**config.mk**
```make
export PLATFORM = sky130hd
export DESIGN_NAME = key_lockout_controller
export DESIGN_NICKNAME = d
export VERILOG_FILES = /design/src/rtl/key_lockout_controller.sv
export SDC_FILE = /design/constraint.sdc
export NUM_CORES = 1
export LEC_CHECK = 0
export CORE_UTILIZATION = 63
export CTS_CLUSTER_DIAMETER = 50
export DETAILED_ROUTE_END_ITERATION = 12
export PLACE_DENSITY = 0.82
export SYNTH_ARGS = -nofsm -noshare
export SYNTH_HDL_FRONTEND = slang
export SYNTH_SLANG_ARGS = --single-unit
```
**constraint.sdc**
```tcl
create_clock -name clock -period 7.4 [get_ports clock]
set_input_delay 1.85 -clock clock [delete_from_list [all_inputs] [get_ports clock]]
set_output_delay 1.85 -clock clock [all_outputs]
set_load 0.005 [all_outputs]
```
**src/rtl/key_lockout_controller.sv**
```systemverilog
// Keypad front end for the digital lock FSM.
// Synchronises and debounces four active-low push-buttons, arbitrates simultaneous presses
// (key[0] highest priority) and emits one single-cycle one-hot event per accepted press.
// Counts consecutive lock FSM error entries; after MAX_FAILS of them all key events are
// blocked for LOCKOUT_CYCLES cycles.
//
// Ports:
//   clock       system clock
//   reset       asynchronous active-low reset
//   key_n[3:0]  raw push-buttons, active-low, asynchronous to clock
//   error_flag  lock FSM error level, rising edge = one failure
//   lock_flag   lock FSM lock level, falling edge = successful unlock
//   key[3:0]    registered one-hot key event, one cycle per accepted press
//   lockout     high while key events are blocked
//   fail_count  current consecutive-failure count
module key_lockout_controller #(
    parameter int unsigned DEBOUNCE_CYCLES = 1000000,
    parameter int unsigned MAX_FAILS       = 3,
    parameter int unsigned LOCKOUT_CYCLES  = 1500000000
) (
    input  logic       clock,
    input  logic       reset,
    input  logic [3:0] key_n,
    input  logic       error_flag,
    input  logic       lock_flag,
    output logic [3:0] key,
    output logic       lockout,
    output logic [3:0] fail_count
);

    localparam logic [31:0] DebLast  = 32'(DEBOUNCE_CYCLES - 1);
    localparam logic [31:0] LockLast = 32'(LOCKOUT_CYCLES - 1);
    localparam logic [3:0]  FailMax  = 4'(MAX_FAILS);

    typedef enum logic [2:0] {
        StIdle,
        StDebounce,
        StHeld,
        StRelease,
        StLockout
    } state_e;

    state_e      state_q, state_d;
    logic [3:0]  sync1_q, sync2_q;
    logic        error_q, lock_q;
    logic [3:0]  cand_q, cand_d;
    logic [31:0] cnt_q, cnt_d;
    logic [31:0] timer_q, timer_d;
    logic [3:0]  key_q, key_d;
    logic        lockout_q, lockout_d;
    logic [3:0]  fail_q, fail_d;

    logic [3:0]  key_sync;
    logic        err_rise, lock_fall, enter_lockout;

    assign key_sync  = ~sync2_q;
    assign err_rise  = error_flag & ~error_q;
    assign lock_fall = ~lock_flag & lock_q;

    always_comb begin
        state_d       = state_q;
        cand_d        = cand_q;
        cnt_d         = cnt_q;
        timer_d       = timer_q;
        key_d         = 4'd0;
        lockout_d     = lockout_q;
        fail_d        = fail_q;
        enter_lockout = 1'b0;

        // Failure bookkeeping is frozen during lockout; an error edge beats an unlock edge.
        if (state_q != StLockout) begin
            if (err_rise) begin
                if (fail_q != FailMax) begin
                    fail_d = fail_q + 4'd1;
                end
            end else if (lock_fall) begin
                fail_d = 4'd0;
            end
            enter_lockout = (fail_d == FailMax) && (fail_q != FailMax);
        end

        unique case (state_q)
            StIdle: begin
                if (key_sync != 4'd0) begin
                    cand_d  = key_sync;
                    cnt_d   = 32'd0;
                    state_d = StDebounce;
                end
            end
            StDebounce: begin
                if (key_sync == cand_q) begin
                    if (cnt_q == DebLast) begin
                        // Isolate the lowest set bit: key[0] wins ties.
                        key_d   = cand_q & (~cand_q + 4'd1);
                        state_d = StHeld;
                    end else begin
                        cnt_d = cnt_q + 32'd1;
                    end
                end else if (key_sync == 4'd0) begin
                    state_d = StIdle;
                end else begin
                    cand_d = key_sync;
                    cnt_d  = 32'd0;
                end
            end
            StHeld: begin
                if (key_sync == 4'd0) begin
                    cnt_d   = 32'd0;
                    state_d = StRelease;
                end
            end
            StRelease: begin
                if (key_sync != 4'd0) begin
                    state_d = StHeld;
                end else if (cnt_q == DebLast) begin
                    state_d = StIdle;
                end else begin
                    cnt_d = cnt_q + 32'd1;
                end
            end
            StLockout: begin
                if (timer_q == 32'd0) begin
                    lockout_d = 1'b0;
                    fail_d    = 4'd0;
                    // Anything still held must be released and pressed again.
                    state_d   = StHeld;
                end else begin
                    timer_d = timer_q - 32'd1;
                end
            end
            default: begin
                state_d = StIdle;
            end
        endcase

        if (enter_lockout) begin
            state_d   = StLockout;
            lockout_d = 1'b1;
            timer_d   = LockLast;
            key_d     = 4'd0;
        end
    end

    always_ff @(posedge clock or negedge reset) begin
        if (!reset) begin
            sync1_q   <= 4'hF;
            sync2_q   <= 4'hF;
            error_q   <= 1'b0;
            lock_q    <= 1'b0;
            state_q   <= StIdle;
            cand_q    <= 4'd0;
            cnt_q     <= 32'd0;
            timer_q   <= 32'd0;
            key_q     <= 4'd0;
            lockout_q <= 1'b0;
            fail_q    <= 4'd0;
        end else begin
            sync1_q   <= key_n;
            sync2_q   <= sync1_q;
            error_q   <= error_flag;
            lock_q    <= lock_flag;
            state_q   <= state_d;
            cand_q    <= cand_d;
            cnt_q     <= cnt_d;
            timer_q   <= timer_d;
            key_q     <= key_d;
            lockout_q <= lockout_d;
            fail_q    <= fail_d;
        end
    end

    assign key        = key_q;
    assign lockout    = lockout_q;
    assign fail_count = fail_q;

endmodule

```
**Cell density map**

Bar = 20 um. 9 x 9 tiles, from white (low) to dark blue (high), 0 to 100% covered.
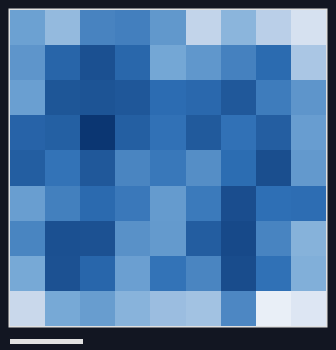
The mean over all tiles is 65%. The fullest tile reaches 98%. 37% of the tiles are over 75% full.
Init Core Util: 65.4%
core area: 6830 um^2

**Placement view**

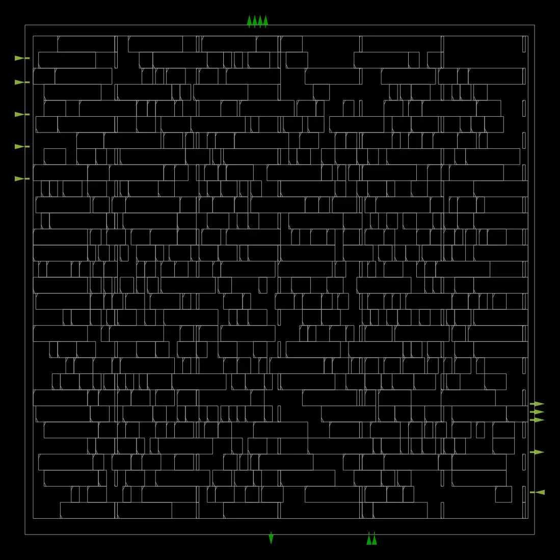
Well Taps: 96
post-route insts no fill: 570

==> flow_summary_export.csv <==
group,metric,value,unit
run_status,status,"finished, final reports clean",
timing,worst_slack,3.73,ns
job,drv_cap,0,
timing,worst_slew_pin_slew,1.09,ns
critical_path,worst_r2r_endpoint,"timer_q[19]$_DFFE_PN0P_",
critical_path,start_kind,"primary input",
synthesis,yosys-top-cells-count,"82 x dfrtp_1, 57 x nor2_1, 44 x xnor2_1",
timing,slew_headroom,27.4,%
clock_tree,cts_tree,"built",
detailed_routing,dr.pass1.iters,4,
cells_and_area,syn2layout_area_growth,10.8,%
cells_and_area,layout.nets,480,
critical_path,crit_path_start,"error_flag",
power_and_ir_drop,clock_power_share,27.9,%
critical_path,reg2regPathDepth,6,
detailed_routing,wirelength,8790,um
detailed_routing,vias,3396,
detailed_routing,route.detailed.drc,0,
cells_and_area,n_all_inverters,7,
detailed_routing,drtIter0Drc,200,
global_routing,grt_pass1_vias,3376,
cells_and_area,n_all_buffers,20,
synthesis,edf_count,0,
cells_and_area,seq_cell_count,90,
critical_path,critPathRequiredTime,7.66,ns
timing,report.final.setup_viol,0,
power_and_ir_drop,seq_power,641,uW
min_path,min-delay-start,"sync1_q[1]$_DFF_PN1_",
floorplan,die_h,86.2,um
power_and_ir_drop,p_int,873,uW
power_and_ir_drop,pwr_density_cell,271,nW/um^2
detailed_routing,final_antenna_net_count,0,
cells_and_area,clk_share,4.55,%
cells_and_area,fin_area,4950,um^2
clock_tree,htreeDepth,3,
detailed_routing,detail_route.wl_per_cell,15.4,um
cells_and_area,layout.area.seq,2260,um^2
clock_tree,postCtsHoldBufs,0,
timing,clock_skew,0.0114,ns
cells_and_area,n_antenna_cell,0,
critical_path,slowest_delay,0.57,ns
clock_tree,cts_inserted_buffers,9,
global_routing,grt_pass1_wl,15400,um
synthesis,synth_flop_count,90,
synthesis,aoi_share,5.77,%
synthesis,synthTopLogicFamily,"simple AND/OR/NAND/NOR gates",
cells_and_area,layout.comb_gates.multi_input,341,
synthesis,ff_type,"dfrtp_1",
placed_design,io_buffers,16,
global_routing,grt_use_met3,6.48,%
cells_and_area,utilization,72.5,%
timing,finalCritPeriodShare,49.5,%
detailed_routing,dr.max_layer_used,"met4",
timing,drv_slew,0,
critical_path,worst-setup-path-type,"primary input to register",
cells_and_area,final_cell_mix,"82 x dfrtp_1, 57 x nor2_1, 44 x xnor2_1",
synthesis,synth.most_common_cell,"dfrtp_1",
power_and_ir_drop,leakage,0.00182,uW
synthesis,yosys_warnings,0,
detailed_routing,viasPerCell,5.96,
synthesis,synth.largest_area_cell,"dfrtp_1",
timing,fmax,273,MHz
min_path,hold_end,"sync2_q[1]$_DFF_PN1_",
min_path,hold_class,"register to register",
global_routing,grt_max_degree,91,
power_and_ir_drop,power.clock.total,374,uW
cells_and_area,final-comb-area,2130,um^2
Power and IR drop assume default switching activity.
